==> config.mk <==
export PLATFORM = sky130hd
export DESIGN_NAME = seven_segment_scanner
export DESIGN_NICKNAME = d
export VERILOG_FILES = /design/src/rtl/seg7_pkg.sv /design/src/rtl/seg7_lut.sv /design/src/rtl/seven_segment_scanner.sv
export SDC_FILE = /design/constraint.sdc
export NUM_CORES = 1
export LEC_CHECK = 0
export CAP_MARGIN = 10
export CORE_MARGIN = 8
export CORE_UTILIZATION = 54
export CTS_CLUSTER_SIZE = 10
export DETAILED_ROUTE_END_ITERATION = 12
export PLACE_DENSITY = 0.86
export SLEW_MARGIN = 20
export SYNTH_ARGS = -nofsm -noshare
export SYNTH_HDL_FRONTEND = slang
export SYNTH_SLANG_ARGS = --single-unit
==> constraint.sdc <==
create_clock -name clk -period 5.15 [get_ports clk]
set_clock_uncertainty 0.1 [all_clocks]
set_input_delay 1.03 -clock clk [delete_from_list [all_inputs] [get_ports clk]]
set_output_delay 1.03 -clock clk [all_outputs]
set_load 0.03 [all_outputs]
==> src/rtl/seg7_pkg.sv <==
// seg7_pkg: shared BCD type and active-low gfedcba segment patterns.
package seg7_pkg;
  typedef logic [3:0] bcd_t;
  localparam logic [6:0] SEG_0     = 7'b1000000;
  localparam logic [6:0] SEG_1     = 7'b1111001;
  localparam logic [6:0] SEG_2     = 7'b0100100;
  localparam logic [6:0] SEG_3     = 7'b0110000;
  localparam logic [6:0] SEG_4     = 7'b0011001;
  localparam logic [6:0] SEG_5     = 7'b0010010;
  localparam logic [6:0] SEG_6     = 7'b0000010;
  localparam logic [6:0] SEG_7     = 7'b1111000;
  localparam logic [6:0] SEG_8     = 7'b0000000;
  localparam logic [6:0] SEG_9     = 7'b0010000;
  localparam logic [6:0] SEG_BLANK = 7'b1111111;
endpackage

==> src/rtl/seg7_lut.sv <==
// seg7_lut: BCD nibble to active-low segment pattern; non-BCD codes and blank_i give all-off.
module seg7_lut
  import seg7_pkg::*;
(
  input  bcd_t       nibble_i,
  input  logic       blank_i,
  output logic [6:0] seg_o
);
  always_comb begin
    case (nibble_i)
      4'd0:    seg_o = SEG_0;
      4'd1:    seg_o = SEG_1;
      4'd2:    seg_o = SEG_2;
      4'd3:    seg_o = SEG_3;
      4'd4:    seg_o = SEG_4;
      4'd5:    seg_o = SEG_5;
      4'd6:    seg_o = SEG_6;
      4'd7:    seg_o = SEG_7;
      4'd8:    seg_o = SEG_8;
      4'd9:    seg_o = SEG_9;
      default: seg_o = SEG_BLANK;
    endcase
    if (blank_i) seg_o = SEG_BLANK;
  end
endmodule

==> src/rtl/seven_segment_scanner.sv <==
// seven_segment_scanner: multiplexed BCD display driver with leading-zero suppression.
// Optional per-digit blinking is built when SEG_BLINK_EN is defined.
module seven_segment_scanner
  import seg7_pkg::*;
#(
  parameter int NUM_DIGITS = 6,
  parameter int SCAN_DIV   = 50000,
  parameter int BLINK_DIV  = 25
) (
  input  logic                    clk,
  input  logic                    reset,
  input  logic [4*NUM_DIGITS-1:0] digits_in,
  input  logic                    load,
  input  logic                    lz_en,
  input  logic [NUM_DIGITS-1:0]   blink_mask,
  output logic [6:0]              segments,
  output logic [NUM_DIGITS-1:0]   anodes,
  output logic                    frame_tick
);
  localparam int PW = $clog2(SCAN_DIV);
  localparam int IW = $clog2(NUM_DIGITS);
  logic [PW-1:0]           presc_q, presc_d;
  logic [IW-1:0]           idx_q, idx_d;
  logic [4*NUM_DIGITS-1:0] shadow_q, shadow_d;
  logic [6:0]              seg_q, seg_d, lut_seg;
  logic [NUM_DIGITS-1:0]   an_q, an_d;
  logic                    tick_q, wrap, frame_wrap, lz_blank, blink_off;
  bcd_t                    nib;
  // Outputs only change on slot advances, so a load always shows from the next advance on.
  always_comb begin
    wrap       = presc_q == PW'(SCAN_DIV - 1);
    frame_wrap = wrap && idx_q == IW'(NUM_DIGITS - 1);
    presc_d    = wrap ? '0 : presc_q + 1'b1;
    idx_d      = frame_wrap ? '0 : (wrap ? idx_q + 1'b1 : idx_q);
    shadow_d   = load ? digits_in : shadow_q;
    nib        = shadow_q[4*idx_d +: 4];
    lz_blank   = lz_en && idx_d != '0 && (shadow_q >> (4*idx_d)) == '0;
    seg_d      = wrap ? lut_seg : seg_q;
    an_d       = presc_d == PW'(SCAN_DIV - 1) ? '1 : (wrap ? ~(NUM_DIGITS'(1) << idx_d) : an_q);
  end
  seg7_lut u_lut (
    .nibble_i(nib),
    .blank_i (lz_blank || blink_off),
    .seg_o   (lut_seg)
  );
`ifdef SEG_BLINK_EN
  localparam int BW = BLINK_DIV > 1 ? $clog2(BLINK_DIV) : 1;
  logic [BW-1:0] bcnt_q, bcnt_d;
  logic          phase_q, phase_d, bwrap;
  always_comb begin
    bwrap     = frame_wrap && bcnt_q == BW'(BLINK_DIV - 1);
    bcnt_d    = bwrap ? '0 : (frame_wrap ? bcnt_q + 1'b1 : bcnt_q);
    phase_d   = phase_q ^ bwrap;
    blink_off = phase_d && blink_mask[idx_d];
  end
  always_ff @(posedge clk or posedge reset)
    if (reset) begin
      bcnt_q  <= '0;
      phase_q <= 1'b0;
    end else begin
      bcnt_q  <= bcnt_d;
      phase_q <= phase_d;
    end
`else
  logic unused_blink;
  assign unused_blink = ^blink_mask;
  assign blink_off    = 1'b0;
`endif
  always_ff @(posedge clk or posedge reset)
    if (reset) begin
      presc_q  <= '0;
      idx_q    <= '0;
      shadow_q <= '1;
      seg_q    <= SEG_BLANK;
      an_q     <= '1;
      tick_q   <= 1'b0;
    end else begin
      presc_q  <= presc_d;
      idx_q    <= idx_d;
      shadow_q <= shadow_d;
      seg_q    <= seg_d;
      an_q     <= an_d;
      tick_q   <= frame_wrap;
    end
  assign segments   = seg_q;
  assign anodes     = an_q;
  assign frame_tick = tick_q;
endmodule

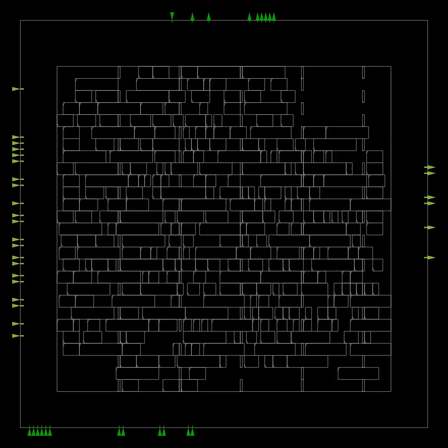
(run_1/placed.png)
fin util: 67.4%
row count: 27

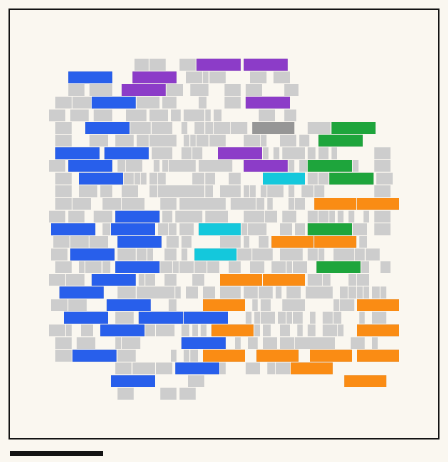
(run_1/ff_map.png)
Scale bar: 20 um.
blue -> shadow_q  # flops 24
purple -> segments  # flops 7, where north
cyan -> idx_q  # flops 3
orange -> presc_q  # flops 16
green -> anodes  # flops 6
flop share of the area: 39.5%
FF+latch area: 0.00147 mm2
Seq. pwr: 496 uW

==> results_slide.txt, run 1 <==
Implementation Results

Setup path
  – Reg2Reg Capture Point: segments[2]
  – Worst path max stage delay: between 0.5 and 0.6 ns
  – Reg2reg setup slack: 1.10 ns
  – Critical path's slowest cell: nor3b_2
  – Worst Setup Start Kind: register
  – Buf+Inv Stages, Crit Path: 1

Routing
  – Max Used Layer: met4
  – Initial DRC Count: approximately 94
  – Routed wl met3: 289 um
  – M1 WL: 2.99 mm
  – Routed WL: roughly 6.5 mm
  – Vias: 2,234

Cells and area
  – Comb area: 0.00152 mm2
  – Largest cell class by area: combinational gates
  – Finished Layout Cells: approximately 400
  – Largest register FFs: 24
  – Bufs w/o clock: around 43
  – Layout non-clock buf frac: a little under an eighth
  – Comb area share: between 40% and 50%
  – Antenna cells: 0
  – NumNets Final: between 300 and 400

Status
  – Status: complete, no violations

Floorplan
  – CORE AREA: 0.00554 mm2
  – Tapcell Cnt: 72

Clock network
  – Total CTS buffers: 9
  – CTS tree: yes
  – Clk ins delay skew pair: around 0.34 ns
  – Hold_buf cts: 0
  – H-tree depth: 3
  – Post-CTS setup buffers: 0

Worst hold path
  – Worst Hold Class: register to register
  – End point of the worst hold path: shadow_q[3]

Logic synthesis
  – AND-OR/OR-AND share of the synthesized area: about 15%
  – Synthesized instance count: 277
  – Seq share, synth: between 40% and 50%
  – Xor/xnor share: ~3.9%
  – Nets at Floorplan: ~320
  – Top area cell types: dfstp_2, dfrtp_1, mux2_2
  – Mean Syn Cell Area: about 11 um2
  – Main flop type after synthesis: dfstp_2

Power and ir drop
  – Sequential power share: 52.4%
  – Cell Pwr Density: roughly 250 mW/mm2
  – Logic power comb: 93.3 uW

GRT
  – GR Util met3: approximately 4.6%
  – Grt ovf: 0

Final timing
  – Final min period: around 4.0 ns
  – Final worst slack: ~1.1 ns
  – Worst Tran Pin Value: 1.02 ns
  – FMAX: roughly 250 MHz
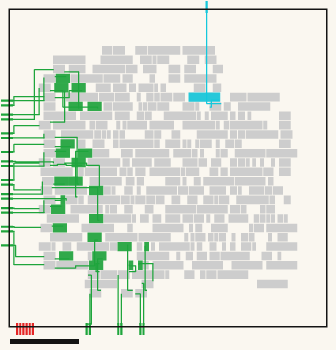
(run_1/port_trees.png)
Scale bar: 20 um.
green -> digits_in  # bits 24, direction input, end cells 24, wire 566 um
cyan -> frame_tick  # bits 1, direction output, end cells 1, wire 35.9 um
red -> blink_mask  # bits 6, direction input, end cells 0
num ports: 48
port buffer count: 41

==> run 1 -> run 2 <==
==> constraint.sdc (replaced) <==
create_clock -name clk -period 4.15 [get_ports clk]
set_clock_uncertainty 0.1 [all_clocks]
set_input_delay 0.83 -clock clk [delete_from_list [all_inputs] [get_ports clk]]
set_output_delay 0.83 -clock clk [all_outputs]
set_load 0.03 [all_outputs]
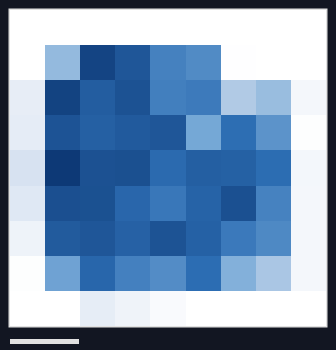
(run_2/util_map.png)
Scale bar: 20 um. The die is cut into 9 by 9 equal tiles; white is low, dark blue is high, 0 to 100% covered.
tiles over 75% full = 36%
emptiest ninth of the die = north-east
densest ninth of the die = centre
nearly empty tiles = 26%
mean over tiles = 44%
fullest tile = 96%
CORE AREA: 0.00554 mm2
fin util: 68.7%
Starting Density: 56.3%

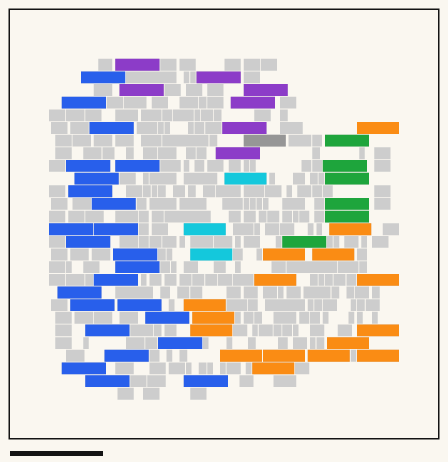
(run_2/ff_map.png)
Scale bar: 20 um.
orange -> presc_q  # flops 16
purple -> segments  # flops 7, where north
blue -> shadow_q  # flops 24
cyan -> idx_q  # flops 3
green -> anodes  # flops 6, where east
not coloured = 1
flop share of the area: 38.7%
Seq. pwr: 616 uW

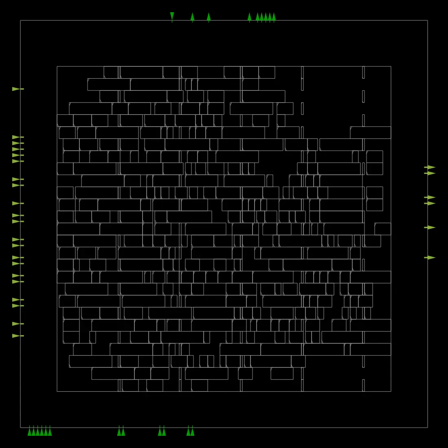
(run_2/placed.png)
Finished Layout Cells: 399
fill count: 412
FFs & Latches: 57
Tapcell Cnt: 72

==> run 2 against run 1 <==
Net effect: synthesized area unchanged; register-to-register slack got worse by 0.83 ns; count of clock-buffer cells in the layout increased by 1; synthesized cell count unchanged; cell area increased by 1.9%; critical path type unchanged; largest power group unchanged; highest routed layer unchanged.
==> results_slide.txt, run 2 <==
Implementation Results

Status
  – Status: complete, no violations (unchanged)

Logic synthesis
  – Seq share, synth: 47.2% (unchanged)
  – Top area cell types: dfstp_2, dfrtp_1, mux2_2 (unchanged)
  – AND-OR/OR-AND share of the synthesized area: 14.5% (unchanged)

Setup path
  – Worst path max stage delay: 0.56 ns (was 0.59 ns)
  – Buf+Inv Stages, Crit Path: 1 (unchanged)
  – Critical path's slowest cell: mux4_2 (was nor3b_2)

Power and ir drop
  – Cell Pwr Density: 343 mW/mm2 (was 254 mW/mm2)

Routing
  – Max Used Layer: met4 (unchanged)
  – Vias: 2,298 (was 2,234)
  – M1 WL: 3.09 mm (was 2.99 mm)

GRT
  – GR Util met3: 4.40% (was 4.65%)

Final timing
  – FMAX: 258 MHz (was 247 MHz)
  – Final worst slack: 0.270 ns (was 1.10 ns)
  – Final min period: 3.88 ns (was 4.05 ns)
  – Worst Tran Pin Value: 1.04 ns (was 1.02 ns)

Clock network
  – CTS tree: yes (unchanged)
  – Total CTS buffers: 9 (unchanged)
  – Hold_buf cts: 0 (unchanged)
  – Post-CTS setup buffers: 0 (unchanged)

Cells and area
  – Layout non-clock buf frac: 11.8% (was 11.4%)
  – Largest register FFs: 24 (unchanged)

Floorplan
  – Row count: 27 (unchanged)

Placed design
  – Port buffer count: 41 (unchanged)

Worst hold path
  – Worst Hold Class: register to register (unchanged)
Power is estimated from default activity; no workload was simulated.
